--- config.mk ---
export PLATFORM = sky130hd
export DESIGN_NAME = ps2_scan_decoder
export DESIGN_NICKNAME = d
export VERILOG_FILES = /design/src/rtl/ps2_scan_decoder.sv
export SDC_FILE = /design/constraint.sdc
export NUM_CORES = 1
export LEC_CHECK = 0
export CORE_UTILIZATION = 35
export CTS_BUF_LIST = sky130_fd_sc_hd__clkbuf_4 sky130_fd_sc_hd__clkbuf_8
export DETAILED_ROUTE_END_ITERATION = 12
export PLACE_DENSITY_LB_ADDON = 0.1
export SETUP_SLACK_MARGIN = 0.02
export SLEW_MARGIN = 15
export SYNTH_ARGS = -nofsm -noshare
export SYNTH_HDL_FRONTEND = slang
export SYNTH_SLANG_ARGS = --single-unit
--- constraint.sdc ---
create_clock -name CLOCK_50 -period 4.8 [get_ports CLOCK_50]
set_clock_uncertainty 0.05 [all_clocks]
set_input_delay 0.48 -clock CLOCK_50 [delete_from_list [all_inputs] [get_ports CLOCK_50]]
set_output_delay 0.48 -clock CLOCK_50 [all_outputs]
set_load 0.1 [all_outputs]
--- src/rtl/ps2_scan_decoder.sv ---
// PS/2 keyboard receiver: filtered clock, 11-bit frame FSM, E0/F0 prefix folding.
// Define PS2_PARITY_CHECK_EN to discard frames with bad odd parity.
module ps2_scan_decoder #(
   parameter int FILTER_CYCLES  = 8,
   parameter int TIMEOUT_CYCLES = 50000
) (
   input  logic       CLOCK_50,
   input  logic       reset,
   input  logic       ps2_clk,
   input  logic       ps2_data,
   output logic [7:0] scan_code,
   output logic       makeBreak,
   output logic       extended,
   output logic       code_valid,
   output logic       frame_err
);

   localparam int FW  = $clog2(FILTER_CYCLES + 1);
   localparam int WDW = $clog2(TIMEOUT_CYCLES + 1);

   typedef enum logic [1:0] {IDLE, DATA, PARITY, STOP} state_t;

   state_t         state;
   logic [1:0]     clk_sync;
   logic [1:0]     data_sync;
   logic           filt_clk;
   logic [FW-1:0]  fcnt;
   logic           sample;
   logic           sample_bit;
   logic [2:0]     bcnt;
   logic [7:0]     shreg;
   logic [WDW-1:0] wd;
   logic           ext_pend;
   logic           break_pend;
   logic           par_ok;

`ifdef PS2_PARITY_CHECK_EN
   logic par;
   assign par_ok = ^{shreg, par};
`else
   assign par_ok = 1'b1;
`endif

   always_ff @(posedge CLOCK_50) begin
      if (reset) begin
         clk_sync  <= 2'b11;
         data_sync <= 2'b11;
      end else begin
         clk_sync  <= {clk_sync[0], ps2_clk};
         data_sync <= {data_sync[0], ps2_data};
      end
   end

   // Level changes only after FILTER_CYCLES consecutive differing samples
   always_ff @(posedge CLOCK_50) begin
      if (reset) begin
         filt_clk   <= 1'b1;
         fcnt       <= '0;
         sample     <= 1'b0;
         sample_bit <= 1'b1;
      end else begin
         sample <= 1'b0;
         if (clk_sync[1] == filt_clk) begin
            fcnt <= '0;
         end else if (fcnt == FW'(FILTER_CYCLES - 1)) begin
            filt_clk <= clk_sync[1];
            fcnt     <= '0;
            if (filt_clk) begin
               sample     <= 1'b1;
               sample_bit <= data_sync[1];
            end
         end else begin
            fcnt <= fcnt + 1'b1;
         end
      end
   end

   always_ff @(posedge CLOCK_50) begin
      if (reset) begin
         state      <= IDLE;
         bcnt       <= '0;
         shreg      <= '0;
         wd         <= '0;
         ext_pend   <= 1'b0;
         break_pend <= 1'b0;
         scan_code  <= 8'h00;
         makeBreak  <= 1'b0;
         extended   <= 1'b0;
         code_valid <= 1'b0;
         frame_err  <= 1'b0;
`ifdef PS2_PARITY_CHECK_EN
         par        <= 1'b0;
`endif
      end else begin
         code_valid <= 1'b0;
         frame_err  <= 1'b0;
         if (sample) begin
            wd <= '0;
            unique case (state)
               IDLE: begin
                  if (!sample_bit) begin
                     state <= DATA;
                     bcnt  <= '0;
                  end
               end
               DATA: begin
                  shreg <= {sample_bit, shreg[7:1]};
                  bcnt  <= bcnt + 1'b1;
                  if (bcnt == 3'd7) state <= PARITY;
               end
               PARITY: begin
`ifdef PS2_PARITY_CHECK_EN
                  par <= sample_bit;
`endif
                  state <= STOP;
               end
               STOP: begin
                  state <= IDLE;
                  if (sample_bit && par_ok) begin
                     if (shreg == 8'hE0) begin
                        ext_pend <= 1'b1;
                     end else if (shreg == 8'hF0) begin
                        break_pend <= 1'b1;
                     end else begin
                        scan_code  <= shreg;
                        makeBreak  <= ~break_pend;
                        extended   <= ext_pend;
                        code_valid <= 1'b1;
                        ext_pend   <= 1'b0;
                        break_pend <= 1'b0;
                     end
                  end else begin
                     frame_err  <= 1'b1;
                     ext_pend   <= 1'b0;
                     break_pend <= 1'b0;
                  end
               end
               default: state <= IDLE;
            endcase
         end else if (state == IDLE) begin
            wd <= '0;
         end else if (wd == WDW'(TIMEOUT_CYCLES - 1)) begin
            state      <= IDLE;
            wd         <= '0;
            frame_err  <= 1'b1;
            ext_pend   <= 1'b0;
            break_pend <= 1'b0;
         end else begin
            wd <= wd + 1'b1;
         end
      end
   end

endmodule

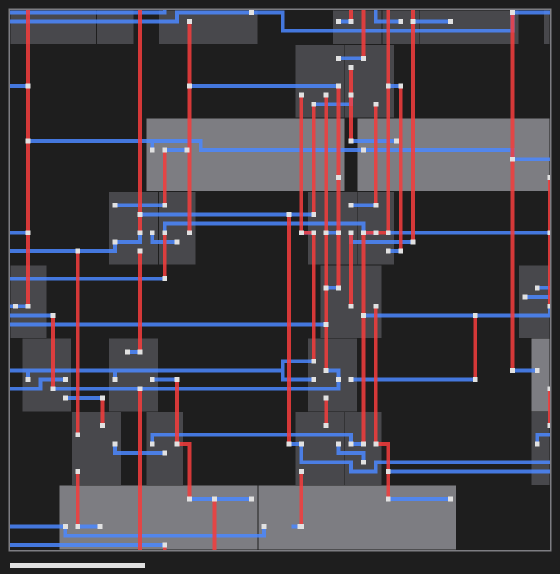
Figure 1: run 1, layout detail.
The bar under the picture is 5 microns long. Region (52, 52) to (72, 72) microns. Cells in gray, sequential cells in the stronger gray; small squares are vias.
- met1: blue
- met2: red
- cells with their middle in the window: 19
- sequential cells in the window: 4
- netlist names of flops here include: `shreg` (4)
- most frequent: nand3_1 (5)

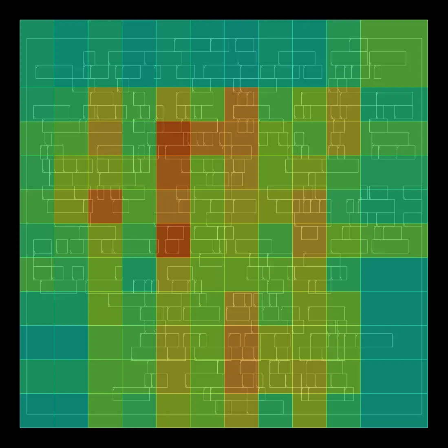
Figure 2: run 1, track usage over the die.
met3 Usage GRT: 0.03956
gr busiest metal: met2
total global-route track usage: 0.1389
routed length per instance: 12.31 microns

==> run summary, run 1 <==
PD cells -> 275.7 nW/um^2
CP Class -> reg2out
Most common cell in the netlist -> dfxtp_1
Ys cells -> 247
Yosys xor share -> 0.05394
Placeable Area -> 6096 sq um
Syn nets -> 261
Most instantiated logic cell after routing -> dfxtp_1
Final setup vio count -> 0
Top cells by count -> 54 x dfxtp_1, 32 x nor2_1, 19 x nand2_1, 15 x a21oi_1, 14 x nand3_1
Buffers plus inverters on the worst setup path -> 1
Max Cap Violations -> 0
Met3 Routed Length -> 122 microns
Post-Route Setup TNS -> 0 ns
Area Growth Syn to Fin -> 13.87%
Top pwr grp -> registers
Routability-driven placement congestion ratio -> 0.7293
Nets -> 277
Met2 Use GR -> 0.2149
Seq pwr -> 450 uW
Outcome -> finished clean
Dominant cell area share -> 0.4755
DR top layer -> met4
Startpoint Class -> register
DR vias/cell -> 4.914
CP cell instances -> clkdlybuf4s50_1
Vias in the first global route -> 1530
Data arrival time of the worst path -> 1.80 ns
Row count -> 28
Cell family with most CP delay -> buffers and inverters
Average size of a mapped cell -> 9.204 sq um
Setup crit end -> scan_code[6]
Grt met1 use -> 0.1871
Worst Setup SP -> scan_code[6]$_SDFFE_PP0P_
Max VDD drop -> 0.0001012 V
Syn Std Cell Area -> 2273 sq um
Initial DRC Count -> 98
M1 wire length -> 2.177 mm
Clk pwr -> 253 uW
Post-Syn Instances -> 247
RSZ-0062 raised after global routing -> false
Hold Path Class -> reg2reg
H-tree depth -> 2
Final slew viol count -> 0
Drt pass-1 iters -> 4
Number of enable flip-flop cells -> 0
Top cells by area -> dfxtp_1 48%, ha_1 5.5%, mux2i_1 5.3%
Worst Max-Slew Pin Slew -> 0.9962 ns
Post-CTS Setup Bufs -> 0
Met2 wire len -> 1.821 mm
Cell taking the most area after synthesis -> dfxtp_1
Tool warnings -> 30
Critical Path RT -> 4.27 ns
Adder-cell share of the synthesized area -> 0.05504
Compound-Gate Fraction of Synth Area -> 0.07375
DRC viols -> 0
CTS tree -> built
R2R Path End -> makeBreak$_SDFFE_PP0P_
CTS resizes -> 0
Fin crit share -> 0.4852
Worst rel slew slack -> 0.3338
CP Depth -> 1
Critical path's largest stage delay -> 1.14 ns
Post-DRT Antenna Nets -> 0
Most frequent cells in the layout -> 54 x dfxtp_1, 32 x nor2_1, 19 x nand2_1
LEAKAGE -> 0.0008773 uW
Cell internal pwr -> 556.9 uW
Cells on worst reg2reg path -> 5
Post-Synth Simple-Gate Area -> 0.2609
Seq pwr share -> 0.630
Commonest flop -> dfxtp_1
P_comb -> 11.3 uW
Largest net degree at the start of global routing -> 29
MUX share of area -> 0.05283
Die height -> 82.60 microns
Io pins -> 16
Power, Total -> 713.8 uW
Final hold vios -> 0
Switch Pwr -> 156.9 uW
Reg2reg setup slack -> 2.81 ns
Time the worst path needs with I/O delays and setup -> 2.329 ns
Origin of the critical flop-to-flop path -> sample$_SDFF_PP0_
YS chip area -> 2273 sq um
Number of port buffers -> 15
Top logic family -> simple AND/OR/NAND/NOR gates
Clock power share -> 0.354
ANT cells -> 0
CTS clock-pin slew for the worst setup and hold paths -> 0.10 ns
CTS buffer count -> 5
CP max-delay cell -> clkdlybuf4s50_1
CP endpoint kind -> output port
Worst-case clock buffer depth -> 2
Die area -> 6822 sq um
Warnings from Yosys -> 0
Comb pwr share -> 0.016
First-pass GRT wire length -> 7.155 mm
CTS Sinks -> 54
Hold depth -> 1
Post-synth cell types -> 39
Ys async rst share -> 0
Clock root cell -> clkbuf_8
Layout cells sized above 1 -> 0.09091
Die Span X -> 82.60 microns
Fmax -> 429.4 MHz
Sequential share of the synthesized area -> 0.4755
CTS Hold Bufs -> 0
Max FO, Critical Path -> 2
Initial antenna violation count -> 0
Detailed Place HPWL -> 2.888 mm
Sw Share -> 0.2198
Yosys reg bits -> 54
Grt ovf -> 0
Latency at later pin -> 0.31 ns
Fp util -> 0.3729
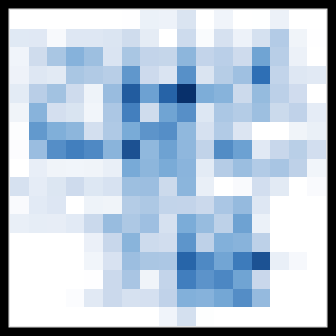
Figure 3: run 1, wire density map.
17 x 17 tiles, from white (low) to dark blue (high), scaled to the fullest tile. Values are wire area over tile area, all layers added.
- fullest tile: 0.41
- tiles over half the peak: 12%
- nearly empty tiles: 25%
- densest ninth of the die: middle
- mean over tiles: 0.094
- emptiest ninth of the die: bottom left
Routed WL: 4.173 mm
via count: 1666

[run 1: per-stage QoR]
step / utilization / worst slack [ns] / instance area (sq um) / std cells / hold slack [ns]
after floorplan: - / 3.164 / 2273 / 247 / 0.3395
final: 0.4247 / 2.471 / 2589 / 339 / 0.3676
after detailed placement: 0.4099 / 2.645 / 2499 / 331 / 0.3485
after CTS: 0.4247 / 2.447 / 2589 / 339 / 0.3726
after global routing: 0.4247 / 2.418 / 2589 / 339 / 0.3828
after global placement: 0.4099 / 2.673 / 2499 / 331 / 0.3415
[run 1: sequential cells by signal (all words and copies together) (netlist names), 2 cells and up]
register / count
shreg: 8
data_sync: 2
wd: 16
bcnt: 3
clk_sync: 2
state: 2
fcnt: 4
scan_code: 8
[run 1: how the worst min path moves through the flow]
stage	startpoint	slack, ns	end
final	clk_sync[0]$_SDFF_PP1_	0.37	clk_sync[1]$_SDFF_PP1_
after global routing	data_sync[0]$_SDFF_PP1_	0.38	data_sync[1]$_SDFF_PP1_
after CTS	clk_sync[0]$_SDFF_PP1_	0.37	clk_sync[1]$_SDFF_PP1_
after detailed placement	clk_sync[0]$_SDFF_PP1_	0.35	clk_sync[1]$_SDFF_PP1_
after global placement	data_sync[0]$_SDFF_PP1_	0.34	data_sync[1]$_SDFF_PP1_
after floorplan	clk_sync[0]$_SDFF_PP1_	0.34	clk_sync[1]$_SDFF_PP1_
[run 1: final cells by class]
cell class / count / area (sq um)
clock buffers: 5 / 68.82
clock inverters: 3 / 21.27
fillers: 644 / 3507
inverters: 8 / 30.03
multi-input cells: 177 / 1129
flip-flops and latches: 54 / 1081
well taps: 75 / 93.84
repair buffers: 17 / 165.2
Figure 4. Wiring by layer (run 1).
The bar under the picture is 20 microns long. Two of the layers only.
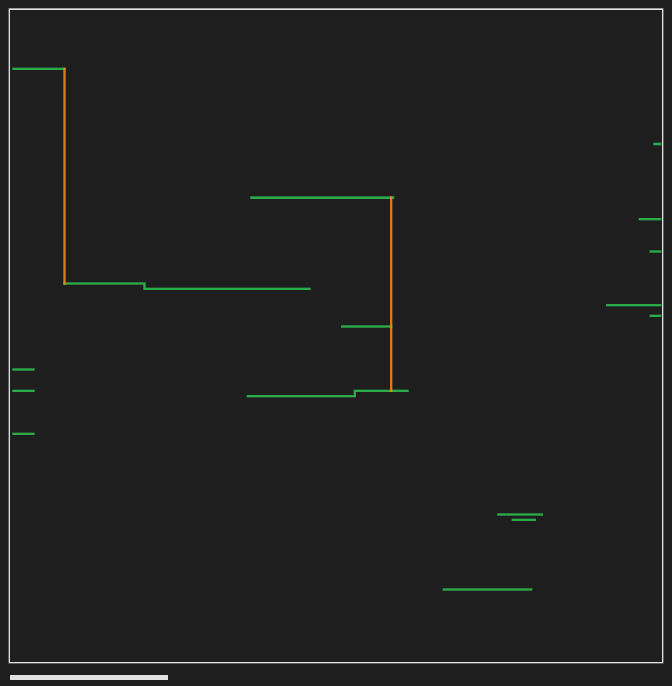

--- run 2 (diff from run 1) ---
==> constraint.sdc (replaced) <==
create_clock -name CLOCK_50 -period 2.3 [get_ports CLOCK_50]
set_clock_uncertainty 0.05 [all_clocks]
set_input_delay 0.23 -clock CLOCK_50 [delete_from_list [all_inputs] [get_ports CLOCK_50]]
set_output_delay 0.23 -clock CLOCK_50 [all_outputs]
set_load 0.1 [all_outputs]
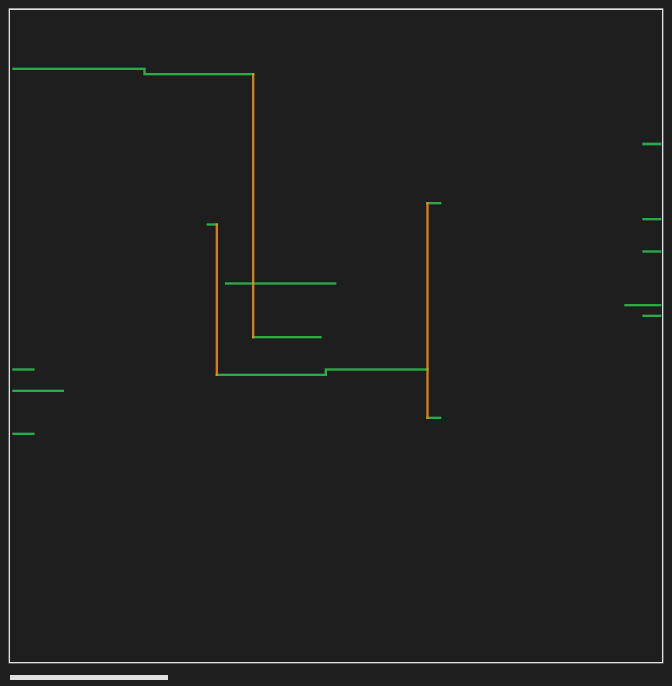
Figure 5: run 2, wiring by layer.
The bar under the picture is 20 microns long. Two of the layers only.
- met4: orange (wire length 79.6 microns)
- met3: green (wire length 109 microns)
via count: 1653
total global-route track usage: 0.1391
routed length per instance: 12.46 microns
Routed WL: 4.237 mm

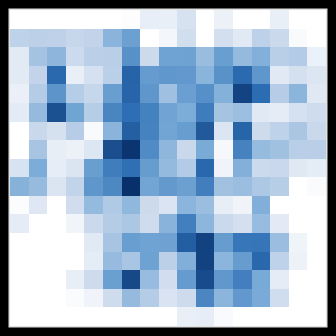
Figure 6: run 2, wire density map.
17 x 17 tiles, from white (low) to dark blue (high), scaled to the fullest tile. Values are wire area over tile area, all layers added.
- emptiest ninth of the die: bottom left
- densest ninth of the die: middle
- nearly empty tiles: 21%

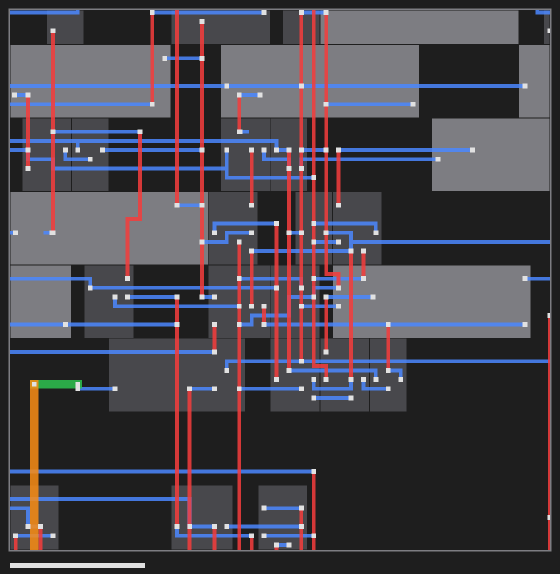
Figure 7: run 2, layout detail.
The bar under the picture is 5 microns long. Region (52, 52) to (72, 72) microns. Cells in gray, sequential cells in the stronger gray; small squares are vias.
- met1: blue
- met3: green
- met2: red
- met4: orange
- netlist names of flops here include: `shreg` (4), `scan_code` (1)
- sequential cells in the window: 5
- cells with their middle in the window: 22
- most frequent: a21oi_1 (5), dfxtp_1 (5)

==> run 2 against run 1 <==
  * Core utilization is essentially flat
  * Sequential share of layout area barely moved
  * Synthesized cell count did not move
  * Critical path type is now reg2reg
  * Sequential cell count stayed put
  * Final area barely moved
  * Count of clock-buffer cells in the layout rose by 2
  * Wire length up 1.5%
  * Combinational power grew 120%
  * Clock power rose to 2.6 times the previous value
  * Hold slack got worse by 0.0032 ns
  * Critical path depth rose by 5
  * Cell count grew 0.29%
==> run summary, run 2 <==
Post-CTS Setup Bufs -> 0
Grt ovf -> 0
Post-synth cell types -> 39
Placeable Area -> 6096 sq um
Register name with the most flops -> wd
Outcome -> finished clean
Number of port buffers -> 15
Dominant cell area share -> 0.4755
Hold Path Class -> reg2reg
Fp util -> 0.3729
Syn Std Cell Area -> 2273 sq um
Warnings from Yosys -> 0
Worst-case clock buffer depth -> 2
Final slew viol count -> 0
Largest register FFs -> 16
CTS Sinks -> 54
Routability-driven placement congestion ratio -> 0.7434
CTS clock-pin slew for the worst setup and hold paths -> 0.09 ns
Sequential share of the synthesized area -> 0.4755
CP cell instances -> inv_1 -> ha_1 -> nor2b_1 -> o21ai_0 -> mux2i_1 -> nor2_1
H-tree depth -> 2
CTS tree -> built
Fmax -> 514.7 MHz
CTS resizes -> 0
Tool warnings -> 30
Most common cell in the netlist -> dfxtp_1
Cell family with most CP delay -> AND-OR/OR-AND gates
MUX share of area -> 0.05283
Nets -> 278
Critical path's largest stage delay -> 0.45 ns
Syn nets -> 261
CP Depth -> 6
Drt pass-1 iters -> 4
Post-Synth Simple-Gate Area -> 0.2609
CP endpoint kind -> register
Ys async rst share -> 0
Compound-Gate Fraction of Synth Area -> 0.07375
Max FO, Critical Path -> 14
Buffers plus inverters on the worst setup path -> 1
Latency at later pin -> 0.31 ns
Yosys xor share -> 0.05394
Area Growth Syn to Fin -> 13.92%
Initial DRC Count -> 112
Time the worst path needs with I/O delays and setup -> 1.943 ns
CTS Hold Bufs -> 0
First-pass GRT wire length -> 7.113 mm
Die height -> 82.60 microns
PD cells -> 622.0 nW/um^2
Vias in the first global route -> 1487
DRC viols -> 0
Critical Path RT -> 2.43 ns
Adder-cell share of the synthesized area -> 0.05504
Ys cells -> 247
Post-DRT Antenna Nets -> 0
ANT cells -> 0
Commonest flop -> dfxtp_1
Largest net degree at the start of global routing -> 30
Power, Total -> 1611 uW
Post-Syn Instances -> 247
Cell taking the most area after synthesis -> dfxtp_1
Final hold vios -> 0
Clock root cell -> clkbuf_8
Layout cells sized above 1 -> 0.1396
CTS buffer count -> 5
Die area -> 6822 sq um
DR vias/cell -> 4.862
Worst Max-Slew Pin Slew -> 0.5782 ns
Detailed Place HPWL -> 2.803 mm
Top cells by count -> 54 x dfxtp_1, 32 x nor2_1, 19 x nand2_1, 15 x a21oi_1, 14 x nand3_1
Most frequent cells in the layout -> 54 x dfxtp_1, 32 x nor2_1, 19 x nand2_1
Worst rel slew slack -> 0.6140
Top logic family -> simple AND/OR/NAND/NOR gates
RSZ-0062 raised after global routing -> false
YS chip area -> 2273 sq um
Max VDD drop -> 0.0003569 V
Fin crit share -> 0.8447
Filler Cells Inserted -> 631
Die Span X -> 82.60 microns
CP max-delay cell -> o21ai_0
Average size of a mapped cell -> 9.204 sq um
Io pins -> 16
Initial antenna violation count -> 0
Hold depth -> 1
LEAKAGE -> 0.0009214 uW
CP Class -> reg2reg
Number of enable flip-flop cells -> 0
Max Cap Violations -> 0
Final setup vio count -> 0
Cells on worst reg2reg path -> 6
Most instantiated logic cell after routing -> dfxtp_1
Yosys reg bits -> 54
Row count -> 28
Biggest regs -> wd (16), scan_code (8), shreg (8)
Post-Route Setup TNS -> 0 ns
Top cells by area -> dfxtp_1 48%, ha_1 5.5%, mux2i_1 5.3%
Data arrival time of the worst path -> 2.08 ns
Startpoint Class -> register
run 2: final timing paths:
kind	startpoint	end	slack (ns)
setup / recovery	state[1]$_SDFFE_PP0P_	bcnt[2]$_SDFFE_PP0P_	0.36
hold / removal	data_sync[0]$_SDFF_PP1_	data_sync[1]$_SDFF_PP1_	0.36
setup reg to reg	state[1]$_SDFFE_PP0P_	bcnt[2]$_SDFFE_PP0P_	0.36
hold reg to reg	data_sync[0]$_SDFF_PP1_	data_sync[1]$_SDFF_PP1_	0.36
run 2: cells by family (layout without fill, tap and decap cells):
family / Yosys count / after routing
flip-flops: 54 / 54
AND/OR/NAND/NOR: 114 / 114
XOR/XNOR: 14 / 14
AND-OR/OR-AND: 27 / 27
adder cells (fa/ha/maj): 10 / 10
multiplexers: 12 / 12
buffers and inverters: 16 / 34
run 2: layer usage:
layer  global-route usage  share of wire  vias up
li1                     -              -      887
met1               0.1909           0.53      742
met2               0.2058           0.43       17
met3              0.03297          0.026        7
met4              0.06207          0.019        0
met5                    0              0        -
run 2: final cells by class:
type / instances / area, sq um / area share
multi-input combinational: 177 / 1129 / 0.4357
sequential: 54 / 1081 / 0.4174
timing repair buffer: 18 / 142.6 / 0.05507
tap: 75 / 93.84 / 0.03623
clock buffer: 7 / 83.83 / 0.03237
clock inverter: 1 / 30.03 / 0.01159
inverter: 8 / 30.03 / 0.01159
run 2: through the flow:
stage	area [sq um]	setup WS (ns)	hold slack (ns)	utilization	instances
finish	2590	0.3573	0.3644	0.4249	340
global route	2590	0.09998	0.3869	0.4249	340
CTS	2590	0.3064	0.3688	0.4249	340
detailed placement	2476	0.3185	0.3492	0.4062	332
global placement	2476	0.4197	0.3433	0.4062	332
floorplan	2273	0.6642	0.2838	-	247
run 2: power by group:
group          internal, uW  switching, uW
combinational          9.73           14.5
sequential              938          0.937
clock                   350            298
Power figures rest on the tool's default switching activity, not on a simulated workload.
